**Gate families picked out**

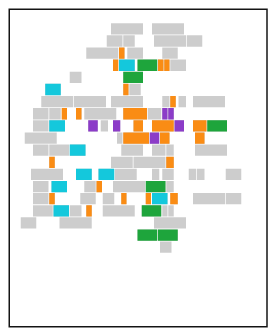
**Placed cells, one colour a class**

Scale bar: 20 µm. Fill, decap, tap and diode cells in grey.
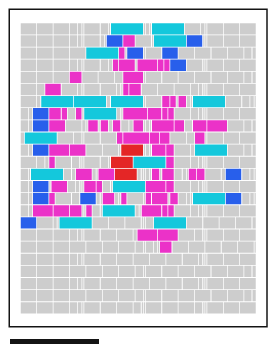
<file path="src/rtl/serial_pkg.sv">
`default_nettype none
// ============================================================================
// Module      : serial_pkg
// Description : Shared types and line levels for the serial tx/rx link.
// Revision    : 1.0 - initial release
// ============================================================================
package serial_pkg;

    typedef enum logic [1:0] {
        IDLE  = 2'd0,
        START = 2'd1,
        DATA  = 2'd2,
        STOP  = 2'd3
    } tx_state_t;

    localparam logic LINE_IDLE = 1'b1;
    localparam logic START_BIT = 1'b0;
    localparam logic STOP_BIT  = 1'b1;

    localparam int DEFAULT_DATA_WIDTH   = 8;
    localparam int DEFAULT_CLKS_PER_BIT = 4;

    // Counter width for a 0..n-1 range, never narrower than one bit.
    function automatic int min1_clog2(input int n);
        return (n > 1) ? $clog2(n) : 1;
    endfunction

endpackage
`default_nettype wire

</file>
<file path="src/rtl/serial_tx_bit_timer.sv">
`default_nettype none
// ============================================================================
// Module      : bit_timer
// Description : Counts clock cycles within one bit period; flags the last one.
// Revision    : 1.0 - initial release
// ============================================================================
module bit_timer
    import serial_pkg::*;
#(
    parameter int CLKS_PER_BIT = DEFAULT_CLKS_PER_BIT
) (
    input  logic clk,
    input  logic reset,
    input  logic clear,
    output logic bit_end
);

    localparam int                c_cnt_w = min1_clog2(CLKS_PER_BIT);
    localparam logic [c_cnt_w-1:0] c_last  = c_cnt_w'(CLKS_PER_BIT - 1);

    logic [c_cnt_w-1:0] r_cnt;

    always_ff @(posedge clk) begin
        if (reset || clear) begin
            r_cnt <= '0;
        end else if (r_cnt == c_last) begin
            r_cnt <= '0;
        end else begin
            r_cnt <= r_cnt + 1'b1;
        end
    end

    assign bit_end = (r_cnt == c_last);

endmodule
`default_nettype wire

</file>
<file path="src/rtl/serial_tx.sv">
`default_nettype none
// ============================================================================
// Module      : serial_tx
// Description : LSB-first serializer with start/stop framing and valid/ready.
// Revision    : 1.0 - initial release
// ============================================================================
module serial_tx
    import serial_pkg::*;
#(
    parameter int DATA_WIDTH   = DEFAULT_DATA_WIDTH,
    parameter int CLKS_PER_BIT = DEFAULT_CLKS_PER_BIT
) (
    input  logic                  clk,
    input  logic                  reset,
    input  logic                  tx_valid,
    input  logic [DATA_WIDTH-1:0] tx_data,
    output logic                  tx_ready,
    output logic                  tx_serial,
    output logic                  tx_busy,
    output logic                  tx_done
);

    localparam int                 c_bit_w    = min1_clog2(DATA_WIDTH);
    localparam logic [c_bit_w-1:0] c_last_bit = c_bit_w'(DATA_WIDTH - 1);

    tx_state_t             r_state;
    logic [DATA_WIDTH-1:0] r_shift;
    logic [DATA_WIDTH-1:0] w_shift_next;
    logic [c_bit_w-1:0]    r_bit_cnt;
    logic                  w_bit_end;
    logic                  w_idle;

    assign w_idle       = (r_state == IDLE);
    assign tx_ready     = w_idle;
    assign w_shift_next = r_shift >> 1;

    // Held clear while idle so the first START cycle always begins at count 0.
    bit_timer #(
        .CLKS_PER_BIT(CLKS_PER_BIT)
    ) u_bit_timer (
        .clk    (clk),
        .reset  (reset),
        .clear  (w_idle),
        .bit_end(w_bit_end)
    );

    // tx_serial is loaded with the level of the state being entered, so the
    // line changes on the same edge as the state register.
    always_ff @(posedge clk) begin
        if (reset) begin
            r_state   <= IDLE;
            r_shift   <= '0;
            r_bit_cnt <= '0;
            tx_serial <= LINE_IDLE;
            tx_busy   <= 1'b0;
            tx_done   <= 1'b0;
        end else begin
            tx_done <= 1'b0;
            case (r_state)
                IDLE: begin
                    if (tx_valid) begin
                        r_shift   <= tx_data;
                        r_bit_cnt <= '0;
                        r_state   <= START;
                        tx_serial <= START_BIT;
                        tx_busy   <= 1'b1;
                    end
                end
                START: begin
                    if (w_bit_end) begin
                        r_state   <= DATA;
                        tx_serial <= r_shift[0];
                    end
                end
                DATA: begin
                    if (w_bit_end) begin
                        r_shift <= w_shift_next;
                        if (r_bit_cnt == c_last_bit) begin
                            r_state   <= STOP;
                            tx_serial <= STOP_BIT;
                        end else begin
                            r_bit_cnt <= r_bit_cnt + 1'b1;
                            tx_serial <= w_shift_next[0];
                        end
                    end
                end
                STOP: begin
                    if (w_bit_end) begin
                        r_state   <= IDLE;
                        tx_serial <= LINE_IDLE;
                        tx_busy   <= 1'b0;
                        tx_done   <= 1'b1;
                    end
                end
                default: begin
                    r_state   <= IDLE;
                    tx_serial <= LINE_IDLE;
                    tx_busy   <= 1'b0;
                end
            endcase
        end
    end

endmodule
`default_nettype wire

</file>
<file path="config.mk">
export PLATFORM = sky130hd
export DESIGN_NAME = serial_tx
export DESIGN_NICKNAME = d
export VERILOG_FILES = /design/src/rtl/serial_pkg.sv /design/src/rtl/serial_tx_bit_timer.sv /design/src/rtl/serial_tx.sv
export SDC_FILE = /design/constraint.sdc
export NUM_CORES = 1
export LEC_CHECK = 0
export ABC_AREA = 0
export CAP_MARGIN = 20
export CORE_ASPECT_RATIO = 1.25
export CORE_MARGIN = 2
export CORE_UTILIZATION = 25
export CTS_CLUSTER_SIZE = 25
export DETAILED_ROUTE_END_ITERATION = 16
export SLEW_MARGIN = 10
export SYNTH_ARGS = -nofsm -noshare
export SYNTH_HDL_FRONTEND = slang
export SYNTH_SLANG_ARGS = --single-unit
</file>
<file path="constraint.sdc">
create_clock -name clk -period 3.3 [get_ports clk]
set_input_delay 0.66 -clock clk [delete_from_list [all_inputs] [get_ports clk]]
set_output_delay 0.66 -clock clk [all_outputs]
set_load 0.05 [all_outputs]
</file>
==> Changelog: implementation <==
## Implementation

- Setup TNS: 0 ns
- Flops after synth: 18
- Via count: 678
- Crit Path Category: flip-flop to primary output
- Peak supply drop: 426 µV
- Drt total wl: 1670 µm
- Drt via density: 4.74
- Fin crit share: 77.9%
- Layout sequential cell count: 18
- CP required: 2.64 ns
- Biggest register: r_shift
- DRT met1 WL: 727 µm
- Max reg flops: 8
- Area fraction in compound gates: 16.8%
- Yosys stat chip area: 895 µm²
- R2R Setup Slk: 1.19 ns
- CP max-delay cell: clkdlybuf4s50_1
- Final GP Congestion: 0.776
- Largest regs: r_shift (8), r_bit_cnt (3)
- Origin of the critical flop-to-flop path: r_state[0]$_SDFFE_PP0P_
- Non-CTS buffers: 14
- Syn. warnings: 0
- Comb gates: 66
- MI comb area: 494 µm²
- Min-delay src: u_bit_timer.r_cnt[0]$_SDFF_PP0_
- Clk buf depth: 2
- Switch Pwr: 0.425 mW
- Post-DP HPWL: 1260 µm
- Unrepaired setup endpoints after global routing: no
- Outcome: finished clean
- Buf/Inv on CP: 2
- ClkCell Share: 3.77%
- Count of different cell masters after synthesis: 30
- Hold Path End: u_bit_timer.r_cnt[0]$_SDFF_PP0_
- Ys flop type: dfxtp_1
- PwrDens: 915 mW/mm²
- Min setup slack post-route: 0.728 ns
- Global route overflow: 0
- Chip area: 0.00408 mm²
- Sequential power share: 32.1%
- Clock group power: 0.149 mW
- Worst hold path class: flip-flop to flip-flop
- WL met2: 852 µm
- Fmax: 0.389 GHz
- Top routing layer used: met4
- CTS tree: done
- Async SR Flop Fraction: 0%
- Tool Warnings: 29
- Nets@finish: 124
- WP depth: 3
- Comb pwr share: 53.0%
- Met3 WL: 70 µm
- P_seq: 0.322 mW
- Signal buf overhead: 12.8%
- I/O Buffers: 14
- Reg2reg path depth: 6
- Reg clk slew, reported paths: 0.07 ns
- Post-route DRC: 0
- Top cell excl fill/tap: dfxtp_1
- Met1 GRT Util: 10.3%
Back to the opening pictures, 'gate families picked out':
Key: purple = NAND gates [cells 6]; green = adder and majority cells [cells 7]; cyan = multiplexers [cells 9]; orange = NOR gates [cells 23]
post-route non-filler standard cell count: 143
logic share of the area: 45.1%

Back to the opening pictures, 'placed cells, one colour a class':
Key: blue = other buffers and delay cells [cells 14, share of their area 13%]; cyan = flip-flops [cells 18, share of their area 34%]; magenta = all other logic [cells 69, share of their area 48%]; red = cells driving clock nets [cells 3, share of their area 3.9%]
num rows: 24
Final Cell Area: 0.00110 mm²
Util after Layout: 31.7%
Seq/total area: 32.9%

Power and IR drop assume default switching activity.
